**config.mk**
```make
export PLATFORM = sky130hd
export DESIGN_NAME = config_sequencer_flat
export DESIGN_NICKNAME = d
export VERILOG_FILES = /design/src/rtl/config_seq_pkg.sv /design/src/rtl/config_sequencer_if.sv /design/src/rtl/config_sequencer_sclk_tick.sv /design/src/rtl/config_sequencer.sv /design/src/flat_wrapper.sv
export SDC_FILE = /design/constraint.sdc
export NUM_CORES = 1
export LEC_CHECK = 0
export CAP_MARGIN = 15
export CORE_MARGIN = 3
export CORE_UTILIZATION = 55
export DETAILED_ROUTE_END_ITERATION = 8
export GPL_TIMING_DRIVEN = 1
export PLACE_DENSITY = 0.85
export SLEW_MARGIN = 20
export SYNTH_ARGS = -nofsm -noshare
export SYNTH_HDL_FRONTEND = slang
export SYNTH_SLANG_ARGS = --single-unit
```
**constraint.sdc**
```tcl
create_clock -name clk -period 2.9 [get_ports clk]
set_clock_uncertainty 0.2 [all_clocks]
set_input_delay 0.58 -clock clk [delete_from_list [all_inputs] [get_ports clk]]
set_output_delay 0.58 -clock clk [all_outputs]
set_load 0.01 [all_outputs]
```
**src/rtl/config_seq_pkg.sv**
```systemverilog
// Shared types and constants for the configuration sequencer.
package config_seq_pkg;

  typedef enum logic [2:0] {
    ST_IDLE,
    ST_SETUP,
    ST_SCLK_HI,
    ST_SCLK_LO,
    ST_TAIL,
    ST_RENDER,
    ST_DONE
  } state_t;

  localparam int CFG_WIDTH_DEFAULT = 33;

  // Power-on configuration word: bits 26..29 set.
  localparam logic [CFG_WIDTH_DEFAULT-1:0] CFG_DEFAULT = 33'h0_3C00_0000;

endpackage

```
**src/rtl/config_sequencer_if.sv**
```systemverilog
// Request side of the sequencer: parallel word offer with valid/ready handshake.
interface config_sequencer_if
  import config_seq_pkg::*;
#(
  parameter int CFG_WIDTH = CFG_WIDTH_DEFAULT
);
  logic [CFG_WIDTH-1:0] cfg_data;
  logic                 cfg_valid;
  logic                 cfg_ready;
  logic                 auto_render;

  modport master (output cfg_data, output cfg_valid, output auto_render, input cfg_ready);
  modport slave  (input cfg_data, input cfg_valid, input auto_render, output cfg_ready);
endinterface

```
**src/rtl/config_sequencer_sclk_tick.sv**
```systemverilog
// Phase timer: reloads on every state entry and flags the last cycle of a phase.
module sclk_tick #(
  parameter int SCLK_DIV = 1
) (
  input  logic clk,
  input  logic reset,
  input  logic i_restart,
  output logic o_tick
);
  localparam logic [7:0] LOAD = 8'(SCLK_DIV - 1);

  logic [7:0] r_count;

  always_ff @(posedge clk or posedge reset) begin
    if (reset) begin
      r_count <= 8'd0;
    end else if (i_restart) begin
      r_count <= LOAD;
    end else if (r_count != 8'd0) begin
      r_count <= r_count - 8'd1;
    end
  end

  assign o_tick = (r_count == 8'd0);
endmodule

```
**src/rtl/config_sequencer.sv**
```systemverilog
// Serialises a parallel configuration word LSB first onto an enable/sclk/data
// interface, optionally followed by a render trigger pulse.
module config_sequencer
  import config_seq_pkg::*;
#(
  parameter int CFG_WIDTH     = CFG_WIDTH_DEFAULT,
  parameter int SCLK_DIV      = 1,
  parameter int RENDER_CYCLES = 4
) (
  input  logic               clk,
  input  logic               reset,
  config_sequencer_if.slave  cfg_if,
  output logic               ser_enable,
  output logic               ser_sclk,
  output logic               ser_data,
  output logic               render_req,
  output logic               busy,
  output logic               done
);
  localparam int               CNT_W       = $clog2(CFG_WIDTH + 1);
  localparam logic [CNT_W-1:0] BITS_LAST   = CNT_W'(CFG_WIDTH);
  localparam logic [7:0]       RENDER_LOAD = 8'(RENDER_CYCLES - 1);

  state_t               r_state;
  logic [CFG_WIDTH-1:0] r_shift;
  logic [CNT_W-1:0]     r_bit_cnt;
  logic [7:0]           r_render_cnt;
  logic                 r_auto_render;
  logic                 r_cfg_ready;
  logic                 r_ser_enable;
  logic                 r_ser_sclk;
  logic                 r_ser_data;
  logic                 r_render_req;
  logic                 r_busy;
  logic                 r_done;

  logic                 w_tick;
  logic                 w_restart;
  logic                 w_accept;
  logic [CFG_WIDTH-1:0] w_shift_next;

  // Holding the timer in reload while idle makes SETUP start with a full phase.
  assign w_restart    = (r_state == ST_IDLE) || w_tick;
  assign w_accept     = cfg_if.cfg_valid && r_cfg_ready;
  assign w_shift_next = r_shift >> 1;

  sclk_tick #(
    .SCLK_DIV (SCLK_DIV)
  ) u_sclk_tick (
    .clk       (clk),
    .reset     (reset),
    .i_restart (w_restart),
    .o_tick    (w_tick)
  );

  always_ff @(posedge clk or posedge reset) begin
    if (reset) begin
      r_state       <= ST_IDLE;
      r_shift       <= '0;
      r_bit_cnt     <= '0;
      r_render_cnt  <= 8'd0;
      r_auto_render <= 1'b0;
      r_cfg_ready   <= 1'b0;
      r_ser_enable  <= 1'b0;
      r_ser_sclk    <= 1'b0;
      r_ser_data    <= 1'b0;
      r_render_req  <= 1'b0;
      r_busy        <= 1'b0;
      r_done        <= 1'b0;
    end else begin
      r_done <= 1'b0;
      case (r_state)
        ST_IDLE: begin
          r_cfg_ready <= 1'b1;
          if (w_accept) begin
            r_state       <= ST_SETUP;
            r_cfg_ready   <= 1'b0;
            r_busy        <= 1'b1;
            r_shift       <= cfg_if.cfg_data;
            r_auto_render <= cfg_if.auto_render;
            r_bit_cnt     <= '0;
            r_ser_enable  <= 1'b1;
            r_ser_sclk    <= 1'b0;
            r_ser_data    <= cfg_if.cfg_data[0];
          end
        end
        ST_SETUP: begin
          if (w_tick) begin
            r_state    <= ST_SCLK_HI;
            r_ser_sclk <= 1'b1;
          end
        end
        ST_SCLK_HI: begin
          // Data advances on the falling sclk edge so it is stable at the next rise.
          if (w_tick) begin
            r_state    <= ST_SCLK_LO;
            r_ser_sclk <= 1'b0;
            r_shift    <= w_shift_next;
            r_bit_cnt  <= r_bit_cnt + 1'b1;
            r_ser_data <= w_shift_next[0];
          end
        end
        ST_SCLK_LO: begin
          if (w_tick) begin
            if (r_bit_cnt == BITS_LAST) begin
              r_state <= ST_TAIL;
            end else begin
              r_state    <= ST_SCLK_HI;
              r_ser_sclk <= 1'b1;
            end
          end
        end
        ST_TAIL: begin
          if (w_tick) begin
            r_ser_enable <= 1'b0;
            if (r_auto_render) begin
              r_state      <= ST_RENDER;
              r_render_req <= 1'b1;
              r_render_cnt <= RENDER_LOAD;
            end else begin
              r_state <= ST_DONE;
              r_done  <= 1'b1;
            end
          end
        end
        ST_RENDER: begin
          if (r_render_cnt == 8'd0) begin
            r_state      <= ST_DONE;
            r_render_req <= 1'b0;
            r_done       <= 1'b1;
          end else begin
            r_render_cnt <= r_render_cnt - 8'd1;
          end
        end
        ST_DONE: begin
          r_state     <= ST_IDLE;
          r_busy      <= 1'b0;
          r_cfg_ready <= 1'b1;
        end
        default: begin
          r_state <= ST_IDLE;
        end
      endcase
    end
  end

  assign cfg_if.cfg_ready = r_cfg_ready;
  assign ser_enable       = r_ser_enable;
  assign ser_sclk         = r_ser_sclk;
  assign ser_data         = r_ser_data;
  assign render_req       = r_render_req;
  assign busy             = r_busy;
  assign done             = r_done;
endmodule

```
**src/flat_wrapper.sv**
```systemverilog
// flat-port wrapper written by rule: the top's interface ports become plain ports
module config_sequencer_flat import config_seq_pkg::*;
#(
  parameter int CFG_WIDTH     = CFG_WIDTH_DEFAULT,
  parameter int SCLK_DIV      = 1,
  parameter int RENDER_CYCLES = 4
)
  (clk, reset, ser_enable, ser_sclk, ser_data, render_req, busy, done, cfg_if_cfg_data, cfg_if_cfg_valid, cfg_if_auto_render, cfg_if_cfg_ready);
  config_sequencer_if #(.CFG_WIDTH(CFG_WIDTH)) cfg_if_i ();
  input  logic clk;
  input  logic reset;
  output logic ser_enable;
  output logic ser_sclk;
  output logic ser_data;
  output logic render_req;
  output logic busy;
  output logic done;
  input wire logic [$bits(cfg_if_i.cfg_data)-1:0] cfg_if_cfg_data;
  input wire logic [$bits(cfg_if_i.cfg_valid)-1:0] cfg_if_cfg_valid;
  input wire logic [$bits(cfg_if_i.auto_render)-1:0] cfg_if_auto_render;
  output wire logic [$bits(cfg_if_i.cfg_ready)-1:0] cfg_if_cfg_ready;
  assign cfg_if_i.cfg_data = cfg_if_cfg_data;
  assign cfg_if_i.cfg_valid = cfg_if_cfg_valid;
  assign cfg_if_i.auto_render = cfg_if_auto_render;
  assign cfg_if_cfg_ready = cfg_if_i.cfg_ready;
  config_sequencer #(.CFG_WIDTH(CFG_WIDTH), .SCLK_DIV(SCLK_DIV), .RENDER_CYCLES(RENDER_CYCLES)) u_core (.clk(clk), .reset(reset), .cfg_if(cfg_if_i), .ser_enable(ser_enable), .ser_sclk(ser_sclk), .ser_data(ser_data), .render_req(render_req), .busy(busy), .done(done));
endmodule
```
### I/O nets highlighted, run 1

Scale: 4 px per um.
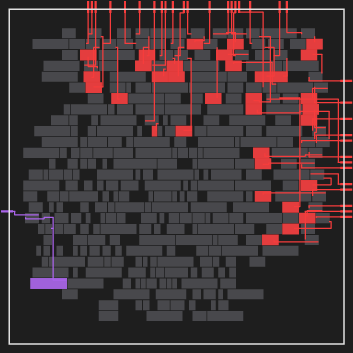
legend:
  busy:
    colour: purple
    direction: output
    edge: left
    end_cells: 1
    buffers: 1
    wire: 34.4 um
  cfg_if_cfg_data:
    colour: red
    direction: input
    edge: 20 top, 13 right
    end_cells: 33
    buffers: 33
    wire: 735 um

### Zoomed window, run 1

Region (52, 52) to (72, 72) um. Cells in grey, sequential cells in the stronger grey; small squares are vias.
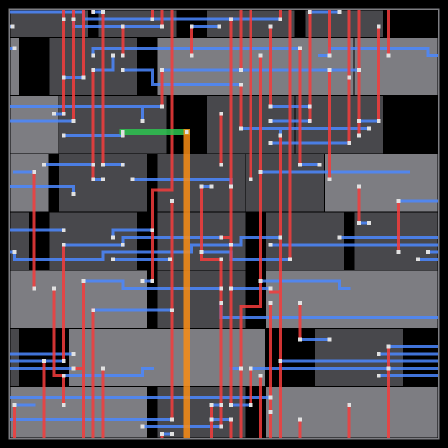
legend:
  metal 4:
    colour: orange
  metal 2:
    colour: red
  metal 1:
    colour: blue
  metal 3:
    colour: green
sequential cells in the window: 7
cells with their middle in the window: 21
netlist names of flops here include: u_core.r_shift (7)
most frequent: mux2_2 (11), dfrtp_1 (7), clkdlybuf4s50_1 (2)

### Signal wires by layer, run 1

Scale: 6 px per um. Only two layers are drawn.
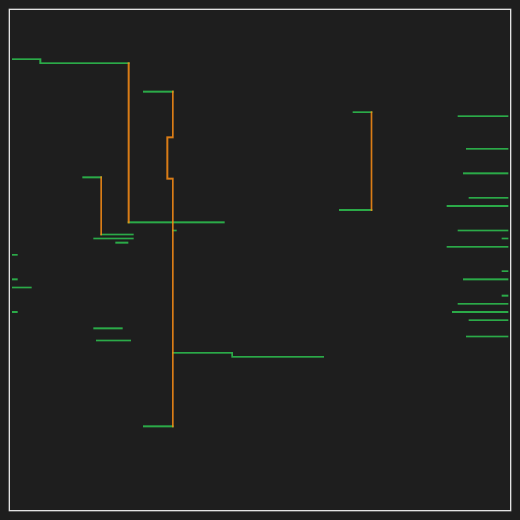
legend:
  metal 3:
    colour: green
    wire_length: 208 um
  metal 4:
    colour: orange
    wire_length: 110 um

==> flow_metrics.py, run 1 <==
# Synthesis and PnR figures
metrics = {
    "finish": {
        "utilization": 0.7166,
        "comb.multi_input.count": 190,
        "fin_area_sq_mm": 0.004043,
        "final-clk-cell-share": 0.04828,
        "fin_nets": 368,
        "n_clock_buffer": 12,
        "num_antenna_cells": 0,
        "syn_to_final_growth_pct": 22.95,
        "num-nonclk-buffers": 50,
        "fin_cells": 402,
    },
    "cts": {
        "ctsResizeCount": 0,
        "clockBufferDepth": 2,
        "numCtsBuffers": 9,
        "path_clk_slew_ns": 0.06,
        "htreeDepth": 3,
        "hold_buffers": 0,
        "clock_sink_count": 65,
    },
    "final_timing": {
        "min_period_ns": 2.360,
        "finalCritPeriodShare": 0.8139,
        "setup_viol": 0,
        "clock.fmax_mhz": 423.7,
        "slew_headroom": 0.5692,
        "worst_pin_slew_ns": 0.6418,
        "slew_violations": 0,
        "finalWorstSetupSlack_ns": 0.5398,
    },
    "synth": {
        "yosys_area_sq_mm": 0.003288,
        "yosys.area.top_type": "dfrtp_1",
        "ys_sh_simple": 0.1081,
        "mux_share": 0.2325,
        "area_leaders": "dfrtp_1, mux2_2, nor2_1",
        "compound_area_frac": 0.09589,
        "synth.logic.top_family": "multiplexers",
        "ys_ff": 65,
        "yosysWarningCount": 0,
        "postSynthSeqShare": 0.4947,
        "yosysUniqueCellTypes": 47,
        "edf_count": 0,
        "ys_sh_xor": 0.02131,
    },
    "pwr": {
        "intPower_w": 0.002563,
        "ir_drop_v": 0.0007812,
        "powerClk_w": 0.000766,
        "pwr-share-seq": 0.394,
        "power_density_mw_per_mm2": 905.7,
        "power_sequential_w": 0.00144,
    },
    "critical_path": {
        "critPathBufInv": 0,
        "r2r_start": "u_core.r_render_cnt[3]$_DFFE_PP0P_",
        "slowest_delay_ns": 0.60,
        "cp.arrival_ns": 2.38,
        "crit_cells": 4,
        "worstSetupPathType": "reg2reg",
        "crit_start": "u_core.r_render_cnt[3]$_DFFE_PP0P_",
        "r2r-end": "u_core.r_state[0]$_DFFE_PP0P_",
        "cp_max_fo": 6,
    },
    "grt": {
        "antenna_found_initial": 0,
        "met3_usage": 0.04464,
        "grt_max_degree": 47,
        "gr-usage-met1": 0.2471,
        "top_usage_layer": "met2",
    },
    "floorplanning": {
        "die_h_um": 83.32,
        "taps": 72,
        "fp-row-count": 27,
        "core_area_sq_mm": 0.005642,
        "chipWidth_um": 83.32,
        "die_area_sq_mm": 0.006942,
    },
    "flow_run": {
        "drv_cap": 0,
        "openroad.warnings": 28,
    },
    "placement": {
        "pre_cts_ws_ns": 0.4522,
        "place_hpwl_um": 4293,
        "gpl.final_weighted_congestion": 0.7997,
        "port_buffers": 43,
        "place_inst": 387,
        "placed_area_sq_mm": 0.003847,
    },
    "worst_hold_path": {
        "min_path_cells": 1,
        "hold_path_startpoint": "u_core.render_req$_DFFE_PP0P_",
        "hold_path_end": "u_core.render_req$_DFFE_PP0P_",
        "hold_path_class": "reg2reg",
    },
    "detailed_routing": {
        "routed_via_density": 5.754,
        "ant_nets": 0,
        "num_vias": 2313,
        "totalWireLength_um": 6485,
        "post_drt_wl_per_cell_um": 16.13,
        "met2_length_um": 3303,
    },
    "status": {
        "status": "finished, final reports clean",
    },
}
[run 1: registers in the layout (all words and copies together) (netlist names)]
name                        count
u_core.busy                     1
u_core.ser_enable               1
u_core.r_render_cnt             8
u_core.u_sclk_tick.r_count      8
u_core.done                     1
u_core.r_shift                 33
u_core.render_req               1
u_core.r_state                  3
u_core.cfg_if.cfg_ready         1
u_core.r_auto_render            1
u_core.ser_sclk                 1
u_core.r_bit_cnt                6
[run 1: Yosys cell counts (3+ instances only)]
cell type  count
nor2_1        19
o21ai_0       14
nand3_1        3
a31oi_1        3
ha_1           5
nor3_1         5
inv_1          9
xnor2_1        4
o31ai_1        3
nand2_1        9
or3_1          3
a21oi_1       12
mux2_2        65
clkbuf_1       7
dfrtp_1       65
buf_2          6
xor2_1         4
==> run 1 -> run 2 <==
Clock period 2.9 ns to 2.2 ns, I/O delays scaled along.
### Clock nets, run 2

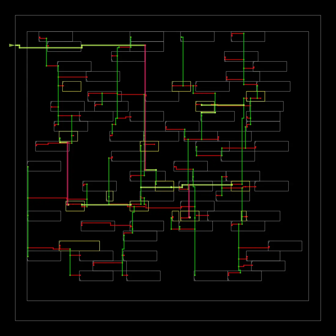
clock buf count: 12
Late-Pin Clk Latency: 0.33 ns

==> run 2 against run 1 <==
Net effect: the run now ends with negative setup slack left; synthesized area is the same; first-iteration DRC count fell by 13%; synthesized cell count is the same; critical path depth increased by 3; global-route usage rose by 1.4 points; clock-buffer cell count stayed put; utilization up 7.0 points; maximum frequency grew 3.1%; power grew 49%; sequential share of layout area shrank 3.5 points; via count is 10% higher.
==> flow_metrics.py, run 2 <==
# Synthesis and PnR figures
metrics = {
    "pwr": {
        "power_density_mw_per_mm2": 1230,
        "p_comb_frac": 0.463,
        "power_sequential_w": 0.00191,
        "p_leak_nw": 2.000,
        "top_power_group": "combinational logic",
        "intPower_w": 0.003747,
        "p_switching_w": 0.001711,
        "swShare": 0.3134,
        "pg_comb_w": 0.00252,
        "ir_drop_v": 0.0009722,
        "power.total_w": 0.005457,
        "clkPwrFrac": 0.187,
        "powerClk_w": 0.00102,
        "pwr-share-seq": 0.350,
    },
    "placement": {
        "gpl.final_weighted_congestion": 0.8183,
        "place_hpwl_um": 4607,
        "place_inst": 403,
        "port_buffers": 43,
        "placed_area_sq_mm": 0.003989,
        "pre_cts_ws_ns": -0.1111,
    },
    "synth": {
        "edf_count": 0,
        "postSynthSeqShare": 0.4947,
        "yosys.area.top_type": "dfrtp_1",
        "yosysWarningCount": 0,
        "yosysTopAreaCellShare": 0.4947,
        "fp_nets": 320,
        "yosys_most_used_dff": "dfrtp_1",
        "top_cells_by_count": "dfrtp_1, mux2_2, nor2_1",
        "syn_avg_cell_area_sq_um": 11.83,
        "synthCells": 278,
        "ys_cells": 278,
        "area_leaders": "dfrtp_1, mux2_2, nor2_1",
        "yosys_area_sq_mm": 0.003288,
        "ys_ff": 65,
        "yosysUniqueCellTypes": 47,
        "async_reset_ff_frac": 1.000,
        "synthesis.area_sq_mm": 0.003288,
    },
    "detailed_routing": {
        "first_iter_violations": 129,
        "post_drt_wl_per_cell_um": 19.31,
        "num_vias": 2551,
        "ant_nets": 0,
        "dr_wl_met3_um": 366,
        "met2_length_um": 4285,
        "dr.pass1.iters": 4,
        "drc": 0,
        "wl_met1_um": 3505,
        "totalWireLength_um": 8245,
        "top_layer": "met4",
        "routed_via_density": 5.974,
    },
    "final_timing": {
        "worst_pin_slew_ns": 0.6227,
        "slew_violations": 0,
        "holdWs_ns": 0.2710,
        "finalCritPeriodShare": 1.040,
        "tns_ns": -2.217,
        "finalWorstSetupSlack_ns": -0.08900,
        "setup_viol": 36,
        "rsz0062_at_grt": "true",
        "slew_headroom": 0.5821,
        "clock.fmax_mhz": 436.9,
        "hold_viol_final": 0,
        "min_period_ns": 2.289,
    },
    "critical_path": {
        "crit_cells": 7,
        "crit_path_end": "u_core.r_state[1]$_DFFE_PP0P_",
        "cp.arrival_ns": 2.30,
        "path_cells": "inv_2 -> ha_4 -> nor3b_4 -> buf_6 -> a311oi_2 -> a211oi_4 -> mux2_4",
        "path_delay_family": "AND-OR/OR-AND gates",
        "start_kind": "flop",
        "crit_slowest_cell": "dfrtp_1",
        "critPathBufInv": 2,
        "worstSetupPathType": "reg2reg",
        "r2r_start": "u_core.u_sclk_tick.r_count[1]$_DFFE_PP0P_",
        "r2r_setup_slack_ns": -0.09,
        "crit_start": "u_core.u_sclk_tick.r_count[1]$_DFFE_PP0P_",
        "cp_max_fo": 4,
        "crit_required_ns": 2.21,
        "slowest_delay_ns": 0.41,
        "end_kind": "flop",
        "r2r_cells": 7,
        "r2r-end": "u_core.r_state[1]$_DFFE_PP0P_",
    },
    "finish": {
        "layout_top_cell": "dfrtp_1",
        "mostFrequentLayoutCells": "dfrtp_1, mux2_2, clkdlybuf4s50_1",
        "syn_to_final_growth_pct": 34.89,
        "largest_reg_flops": 33,
        "largestRegisters": "u_core.r_shift x33, u_core.r_render_cnt x8, u_core.u_sclk_tick.r_count x8",
        "fillers": 319,
        "fin_area_sq_mm": 0.004436,
        "fin_cells": 427,
        "fin_nets": 393,
        "multiInputGateArea_sq_mm": 0.001713,
        "flop_area_sq_mm": 0.001629,
        "largest_register": "u_core.r_shift",
        "utilization": 0.7862,
        "num_antenna_cells": 0,
        "layout-drive-gt1-share": 0.3775,
    },
    "grt": {
        "grt_max_degree": 33,
        "use_met2": 0.3506,
        "grt_pass1_vias": 2505,
        "gr-usage-met1": 0.2685,
        "met3_usage": 0.05952,
        "track_usage": 0.2105,
        "antenna_found_initial": 0,
        "top_usage_layer": "met2",
        "grt.overflow.total": 0,
        "grt_pass1_wl_um": 11840,
    },
    "floorplanning": {
        "fp-row-count": 27,
        "die_h_um": 83.32,
        "initial_utilization": 0.5828,
        "die_area_sq_mm": 0.006942,
        "ioPinCount": 44,
        "chipWidth_um": 83.32,
        "core_area_sq_mm": 0.005642,
    },
    "flow_run": {
        "openroad.warnings": 30,
        "drv_cap": 0,
    },
    "cts": {
        "clock_sink_count": 65,
        "numCtsBuffers": 9,
        "hold_buffers": 0,
        "cts_tree": "yes",
        "path_clk_slew_ns": 0.07,
        "htreeDepth": 3,
        "postCtsSetupBuffers": 2,
        "root_buffer": "clkbuf_8",
        "ctsResizeCount": 3,
        "clockBufferDepth": 2,
    },
    "worst_hold_path": {
        "hold_path_class": "in2async",
    },
    "status": {
        "status": "finished with violations",
        "violations": "negative setup slack",
    },
}
## run 2: cell counts after synthesis
Identical to the previous run, type by type.
## run 2: final cells by class
cell class | count | area share
Sequential cell | 65 | 0.3673
Clock buffer | 12 | 0.03498
Clock inverter | 3 | 0.009027
Multi-Input combinational cell | 190 | 0.3862
Inverter | 10 | 0.009309
Timing Repair Buffer | 75 | 0.1729
Tap cell | 72 | 0.02031
## run 2: kinds of logic (layout without fill, tap and decap cells)
group / Yosys count / count (layout) / share of synthesized area
mux: 68 / 68 / 0.2325
flops: 65 / 65 / 0.4947
simple gates: 62 / 62 / 0.1081
compound gates: 47 / 47 / 0.09590
buf+inv: 23 / 100 / 0.02854
xor+xnor: 8 / 8 / 0.02131
fa+ha+maj: 5 / 5 / 0.01903
Power is estimated from default activity; no workload was simulated.
